## src/rtl/sequenciador_decodificador_if.sv

```systemverilog
// Handshake and decoder-side signals of the character-decoder sequencer.
// The slave modport is the sequencer view; the master modport is the environment view.
interface sequenciador_decodificador_if;
  logic       req0_valid;
  logic [6:0] req0_char;
  logic       req0_last;
  logic       req0_ready;
  logic       req1_valid;
  logic [6:0] req1_char;
  logic       req1_last;
  logic       req1_ready;
  logic [6:0] dec_Entrada;
  logic       dec_Controle;
  logic       dec_Reset;
  logic [3:0] dec_Saida;
  logic       res_valid;
  logic       res_id;
  logic [1:0] res_code;
  logic       res_ready;
  logic       busy;

  modport slave (
    input  req0_valid, req0_char, req0_last,
    output req0_ready,
    input  req1_valid, req1_char, req1_last,
    output req1_ready,
    output dec_Entrada, dec_Controle, dec_Reset,
    input  dec_Saida,
    output res_valid, res_id, res_code,
    input  res_ready,
    output busy
  );

  modport master (
    output req0_valid, req0_char, req0_last,
    input  req0_ready,
    output req1_valid, req1_char, req1_last,
    input  req1_ready,
    input  dec_Entrada, dec_Controle, dec_Reset,
    output dec_Saida,
    input  res_valid, res_id, res_code,
    output res_ready,
    input  busy
  );
endinterface

```

## src/rtl/sequenciador_decodificador.sv

```systemverilog
// Round-robin scheduler in front of the 7-bit character decoder: clears it, presents one
// character at a time for HOLD_CYC cycles, samples Saida and reports one result code per word.
module sequenciador_decodificador #(
  parameter int unsigned HOLD_CYC    = 4,
  parameter int unsigned CLR_CYC     = 2,
  parameter int unsigned TIMEOUT_CYC = 64,
  parameter logic [3:0]  COD_SAIDA1  = 4'd6,
  parameter logic [3:0]  COD_SAIDA2  = 4'd7,
  parameter logic [3:0]  COD_INVAL   = 4'd15
) (
  input logic                         clk,
  input logic                         Reset,
  sequenciador_decodificador_if.slave bus
);

  localparam int unsigned MAX_HC  = (HOLD_CYC > CLR_CYC) ? HOLD_CYC : CLR_CYC;
  localparam int unsigned MAX_CYC = (TIMEOUT_CYC > MAX_HC) ? TIMEOUT_CYC : MAX_HC;
  localparam int unsigned CW      = $clog2(MAX_CYC + 1);

  localparam logic [CW-1:0] CLR_END  = CW'(CLR_CYC - 1);
  localparam logic [CW-1:0] HOLD_END = CW'(HOLD_CYC - 1);
  localparam logic [CW-1:0] TO_END   = CW'(TIMEOUT_CYC - 1);
  localparam logic [CW-1:0] CNT_ONE  = CW'(1);
  localparam logic [1:0]    RC_INCOMPLETO = 2'd3;

  typedef enum logic [2:0] {
    S_IDLE      = 3'd0,
    S_LIMPA     = 3'd1,
    S_ESPERA    = 3'd2,
    S_APRESENTA = 3'd3,
    S_AVALIA    = 3'd4,
    S_DESCARTA  = 3'd5,
    S_RESULTADO = 3'd6
  } state_e;

  // Returns {terminal, code} for a decoder Saida value.
  function automatic logic [2:0] classify(input logic [3:0] saida);
    logic [2:0] r;
    if (saida == COD_SAIDA1) begin
      r = {1'b1, 2'd0};
    end else if (saida == COD_SAIDA2) begin
      r = {1'b1, 2'd1};
    end else if (saida == COD_INVAL) begin
      r = {1'b1, 2'd2};
    end else begin
      r = {1'b0, RC_INCOMPLETO};
    end
    return r;
  endfunction

  state_e        state_q, state_d;
  logic          owner_q, owner_d;
  logic          rr_q, rr_d;
  logic [CW-1:0] cnt_q, cnt_d;
  logic [6:0]    char_q, char_d;
  logic          last_q, last_d;
  logic [1:0]    code_q, code_d;

  logic          window_s;
  logic          own_valid_s;
  logic [6:0]    own_char_s;
  logic          own_last_s;
  logic          accept_s;
  logic [2:0]    verdict_s;

  assign window_s    = (state_q == S_ESPERA) || (state_q == S_DESCARTA);
  assign own_valid_s = owner_q ? bus.req1_valid : bus.req0_valid;
  assign own_char_s  = owner_q ? bus.req1_char  : bus.req0_char;
  assign own_last_s  = owner_q ? bus.req1_last  : bus.req0_last;
  assign accept_s    = window_s && own_valid_s;
  assign verdict_s   = classify(bus.dec_Saida);

  assign bus.req0_ready   = window_s && !owner_q;
  assign bus.req1_ready   = window_s && owner_q;
  assign bus.dec_Entrada  = char_q;
  assign bus.dec_Controle = (state_q == S_APRESENTA);
  assign bus.dec_Reset    = (state_q == S_IDLE) || (state_q == S_LIMPA);
  assign bus.res_valid    = (state_q == S_RESULTADO);
  assign bus.res_id       = owner_q;
  assign bus.res_code     = code_q;
  assign bus.busy         = (state_q != S_IDLE);

  // State and datapath registers.
  always_ff @(posedge clk or negedge Reset) begin
    if (!Reset) begin
      state_q <= S_IDLE;
      owner_q <= 1'b0;
      rr_q    <= 1'b0;
      cnt_q   <= '0;
      char_q  <= 7'd0;
      last_q  <= 1'b0;
      code_q  <= 2'd0;
    end else begin
      state_q <= state_d;
      owner_q <= owner_d;
      rr_q    <= rr_d;
      cnt_q   <= cnt_d;
      char_q  <= char_d;
      last_q  <= last_d;
      code_q  <= code_d;
    end
  end

  // Next-state and datapath update.
  always_comb begin
    state_d = state_q;
    owner_d = owner_q;
    rr_d    = rr_q;
    cnt_d   = cnt_q;
    char_d  = char_q;
    last_d  = last_q;
    code_d  = code_q;
    case (state_q)
      S_IDLE: begin
        cnt_d = '0;
        if (bus.req0_valid || bus.req1_valid) begin
          // The pointed-to requester wins only if it is actually asking.
          if (rr_q) begin
            owner_d = bus.req1_valid ? 1'b1 : 1'b0;
          end else begin
            owner_d = bus.req0_valid ? 1'b0 : 1'b1;
          end
          state_d = S_LIMPA;
        end else begin
          state_d = S_IDLE;
        end
      end
      S_LIMPA: begin
        if (cnt_q == CLR_END) begin
          cnt_d   = '0;
          state_d = S_ESPERA;
        end else begin
          cnt_d = cnt_q + CNT_ONE;
        end
      end
      S_ESPERA: begin
        if (accept_s) begin
          char_d  = own_char_s;
          last_d  = own_last_s;
          cnt_d   = '0;
          state_d = S_APRESENTA;
        end else if (cnt_q == TO_END) begin
          cnt_d   = '0;
          code_d  = RC_INCOMPLETO;
          state_d = S_RESULTADO;
        end else begin
          cnt_d = cnt_q + CNT_ONE;
        end
      end
      S_APRESENTA: begin
        if (cnt_q == HOLD_END) begin
          cnt_d   = '0;
          state_d = S_AVALIA;
        end else begin
          cnt_d = cnt_q + CNT_ONE;
        end
      end
      S_AVALIA: begin
        cnt_d = '0;
        if (verdict_s[2]) begin
          code_d  = verdict_s[1:0];
          state_d = last_q ? S_RESULTADO : S_DESCARTA;
        end else if (last_q) begin
          code_d  = RC_INCOMPLETO;
          state_d = S_RESULTADO;
        end else begin
          state_d = S_ESPERA;
        end
      end
      S_DESCARTA: begin
        // Remaining characters are drained without touching the decoder; the terminal code stays.
        if (accept_s) begin
          cnt_d   = '0;
          state_d = own_last_s ? S_RESULTADO : S_DESCARTA;
        end else if (cnt_q == TO_END) begin
          cnt_d   = '0;
          state_d = S_RESULTADO;
        end else begin
          cnt_d = cnt_q + CNT_ONE;
        end
      end
      S_RESULTADO: begin
        if (bus.res_ready) begin
          rr_d    = ~owner_q;
          state_d = S_IDLE;
        end else begin
          state_d = S_RESULTADO;
        end
      end
      default: begin
        state_d = S_IDLE;
      end
    endcase
  end

endmodule

```

## src/flat_wrapper.sv

```systemverilog
// flat-port wrapper written by rule: the top's interface ports become plain ports
module sequenciador_decodificador_flat 
#(
  parameter int unsigned HOLD_CYC    = 4,
  parameter int unsigned CLR_CYC     = 2,
  parameter int unsigned TIMEOUT_CYC = 64,
  parameter logic [3:0]  COD_SAIDA1  = 4'd6,
  parameter logic [3:0]  COD_SAIDA2  = 4'd7,
  parameter logic [3:0]  COD_INVAL   = 4'd15
)
  (clk, Reset, bus_req0_valid, bus_req0_char, bus_req0_last, bus_req0_ready, bus_req1_valid, bus_req1_char, bus_req1_last, bus_req1_ready, bus_dec_Entrada, bus_dec_Controle, bus_dec_Reset, bus_dec_Saida, bus_res_valid, bus_res_id, bus_res_code, bus_res_ready, bus_busy);
  sequenciador_decodificador_if bus_i ();
  input logic clk;
  input logic Reset;
  input wire logic [$bits(bus_i.req0_valid)-1:0] bus_req0_valid;
  input wire logic [$bits(bus_i.req0_char)-1:0] bus_req0_char;
  input wire logic [$bits(bus_i.req0_last)-1:0] bus_req0_last;
  output wire logic [$bits(bus_i.req0_ready)-1:0] bus_req0_ready;
  input wire logic [$bits(bus_i.req1_valid)-1:0] bus_req1_valid;
  input wire logic [$bits(bus_i.req1_char)-1:0] bus_req1_char;
  input wire logic [$bits(bus_i.req1_last)-1:0] bus_req1_last;
  output wire logic [$bits(bus_i.req1_ready)-1:0] bus_req1_ready;
  output wire logic [$bits(bus_i.dec_Entrada)-1:0] bus_dec_Entrada;
  output wire logic [$bits(bus_i.dec_Controle)-1:0] bus_dec_Controle;
  output wire logic [$bits(bus_i.dec_Reset)-1:0] bus_dec_Reset;
  input wire logic [$bits(bus_i.dec_Saida)-1:0] bus_dec_Saida;
  output wire logic [$bits(bus_i.res_valid)-1:0] bus_res_valid;
  output wire logic [$bits(bus_i.res_id)-1:0] bus_res_id;
  output wire logic [$bits(bus_i.res_code)-1:0] bus_res_code;
  input wire logic [$bits(bus_i.res_ready)-1:0] bus_res_ready;
  output wire logic [$bits(bus_i.busy)-1:0] bus_busy;
  assign bus_i.req0_valid = bus_req0_valid;
  assign bus_i.req0_char = bus_req0_char;
  assign bus_i.req0_last = bus_req0_last;
  assign bus_req0_ready = bus_i.req0_ready;
  assign bus_i.req1_valid = bus_req1_valid;
  assign bus_i.req1_char = bus_req1_char;
  assign bus_i.req1_last = bus_req1_last;
  assign bus_req1_ready = bus_i.req1_ready;
  assign bus_dec_Entrada = bus_i.dec_Entrada;
  assign bus_dec_Controle = bus_i.dec_Controle;
  assign bus_dec_Reset = bus_i.dec_Reset;
  assign bus_i.dec_Saida = bus_dec_Saida;
  assign bus_res_valid = bus_i.res_valid;
  assign bus_res_id = bus_i.res_id;
  assign bus_res_code = bus_i.res_code;
  assign bus_i.res_ready = bus_res_ready;
  assign bus_busy = bus_i.busy;
  sequenciador_decodificador #(.HOLD_CYC(HOLD_CYC), .CLR_CYC(CLR_CYC), .TIMEOUT_CYC(TIMEOUT_CYC), .COD_SAIDA1(COD_SAIDA1), .COD_SAIDA2(COD_SAIDA2), .COD_INVAL(COD_INVAL)) u_core (.clk(clk), .Reset(Reset), .bus(bus_i));
endmodule
```

## config.mk

```make
export PLATFORM = sky130hd
export DESIGN_NAME = sequenciador_decodificador_flat
export DESIGN_NICKNAME = d
export VERILOG_FILES = /design/src/rtl/sequenciador_decodificador_if.sv /design/src/rtl/sequenciador_decodificador.sv /design/src/flat_wrapper.sv
export SDC_FILE = /design/constraint.sdc
export NUM_CORES = 1
export LEC_CHECK = 0
export ABC_AREA = 1
export CAP_MARGIN = 20
export CORE_MARGIN = 2
export CORE_UTILIZATION = 42
export CTS_CLUSTER_SIZE = 25
export DETAILED_ROUTE_END_ITERATION = 10
export GPL_TIMING_DRIVEN = 0
export PLACE_DENSITY = 0.72
export SYNTH_ARGS = -nofsm -noshare
export SYNTH_HDL_FRONTEND = slang
export SYNTH_SLANG_ARGS = --single-unit
```

## constraint.sdc

```tcl
create_clock -name clk -period 1.6 [get_ports clk]
set_input_delay 0.4 -clock clk [delete_from_list [all_inputs] [get_ports clk]]
set_output_delay 0.4 -clock clk [all_outputs]
set_load 0.01 [all_outputs]
```

clock_nets.png
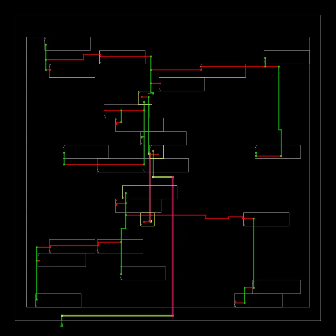
clock buffers: 3
Clock group: 436 uW
Insertion Delay late pin: 320 ps
clock skew: 11.3 ps
CTS sink count: 22

m3.png
Drawn at 8 px/um.
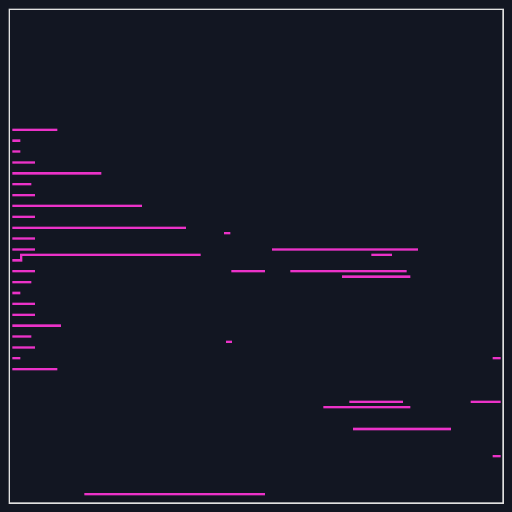
nets with wire on the layer: 35
wire length on this layer: 223 um

sizing.png
Drawn at 8 px/um.
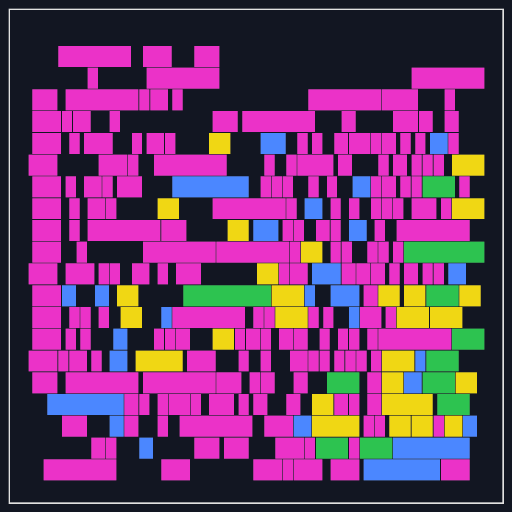
[magenta] x1 and smaller | cells: 201
[green] x6 and larger | cells: 11
[blue] x2 | cells: 26
[yellow] x3 and x4 | cells: 27

==> ci_impl_report.md <==
## Synthesis and layout report

| Metric | Value |
|---|---|
| Outcome | complete, but fails checks |
| Violated checks | setup timing |
| Pint | 2020 uW |
| Final hold vios | 0 |
| Leak Pwr | 0.00106 uW |
| TritonCTS clock tree | yes |
| Chip Footprint | 3790 um2 |
| Clock-cell share of area | 0.0244 |
| M1 GR Usage | 0.275 |
| Final Instance Area | 2150 um2 |
| Slowest-stage cell, CP | dfrtp_2 |
| # rows | 20 |
| Worst-margin pin slew | 390 ps |
| Fillers | 286 |
| XOR Share, Synth | 0.0126 |
| Period Utilization, post-route | 1.08 |
| Flops after synth | 22 |
| Min Hold Slack | 349 ps |
| Top FF cell, synth | dfrtp_1 |
| Comb pwr share | 0.609 |
| Top cells excl fill/tap | nand2_1 (67), clkdlybuf4s50_1 (24), inv_1 (22) |
| Hold buffers post-CTS | 0 |
| H-tree Lvls | 1 |
| Synth mux share | 0 |
| Top Ports | 41 |
| Final setup margin | -130 ps |
| WS Path Type | flip-flop to primary output |
| Syn Std Cell Area | 1390 um2 |
| Post-synth EDFFs | 0 |
| Async SR Flop Fraction | 1.00 |
| Core Region | 3100 um2 |
| Post-route ant nets | 0 |
| Fraction of layout cells with a size suffix above 1 | 0.242 |
| Initial core utilization | 0.448 |
| Combinational power | 2160 uW |
| Non-clock buffer share | 0.269 |
| Top comb family, area | simple AND/OR/NAND/NOR gates |
| Worst Path Buf+Inv | 2 |
| Synth area leaders | dfrtp_1 (40%), nand2_1 (19%), inv_1 (7.0%) |
| Mapped Cells | 202 |
| R2R Path End | u_core.state_q[0]$_DFFE_PN0P_ |
| Crit-path max cell delay | 480 ps |
| Port Buf Inserts | 40 |
| Family with the most delay on the worst path | flip-flops |
| Cell taking the most area after synthesis | dfrtp_1 |
| DIE HEIGHT | 61.6 um |
| Max power group | combinational cells |
| YS warnings | 0 |
| Final setup vio count | 6 |
| Net Sw Power | 1530 uW |
| Fmax | 578 MHz |
| Met2 WL | 1780 um |
| CTS buffer count | 3 |
| Final nets | 293 |
| Cell count after placement | 286 |
| Post-CTS Resized | 57 |
| Simple Share, Synth | 0.350 |
| Post-layout minimum cycle time | 1730 ps |
| CP Capture Point | bus_req1_ready |
| Clock buffer depth | 2 |
| Inverters | 28 |
| Comb/total area | 0.372 |
| Most used cell, CP | nand2_4 |
| Die X | 61.6 um |
| N_taps | 44 |
ff_map.png
Drawn at 6 px/um. Other sequential cells in the stronger gray, the rest of the logic in the fainter gray.
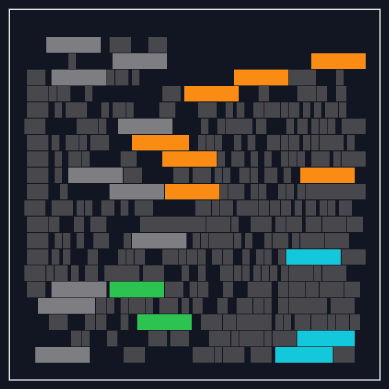
[cyan] `u_core.state_q` | flops: 3
[orange] `u_core.cnt_q` | flops: 7
[green] `u_core.bus.res_code` | flops: 2
not colored: 10
sequential power: 954 uW
FF+latch area: 556 um2

route_heat.png
Drawn at 6 px/um. 12 x 12 tiles, from black (low) to pale yellow (high), scaled to the fullest tile. Values are wire area over tile area, all layers added.
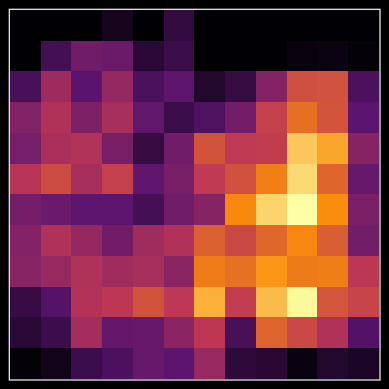
tiles over half the peak: 28%
emptiest ninth of the die: top center
mean over tiles: 0.16
densest ninth of the die: middle right
fullest tile: 0.44
final wirelength: 3810 um
Via Count: 1482
wire per inst: 12.3 um

Power figures rest on the tool's default switching activity, not on a simulated workload.
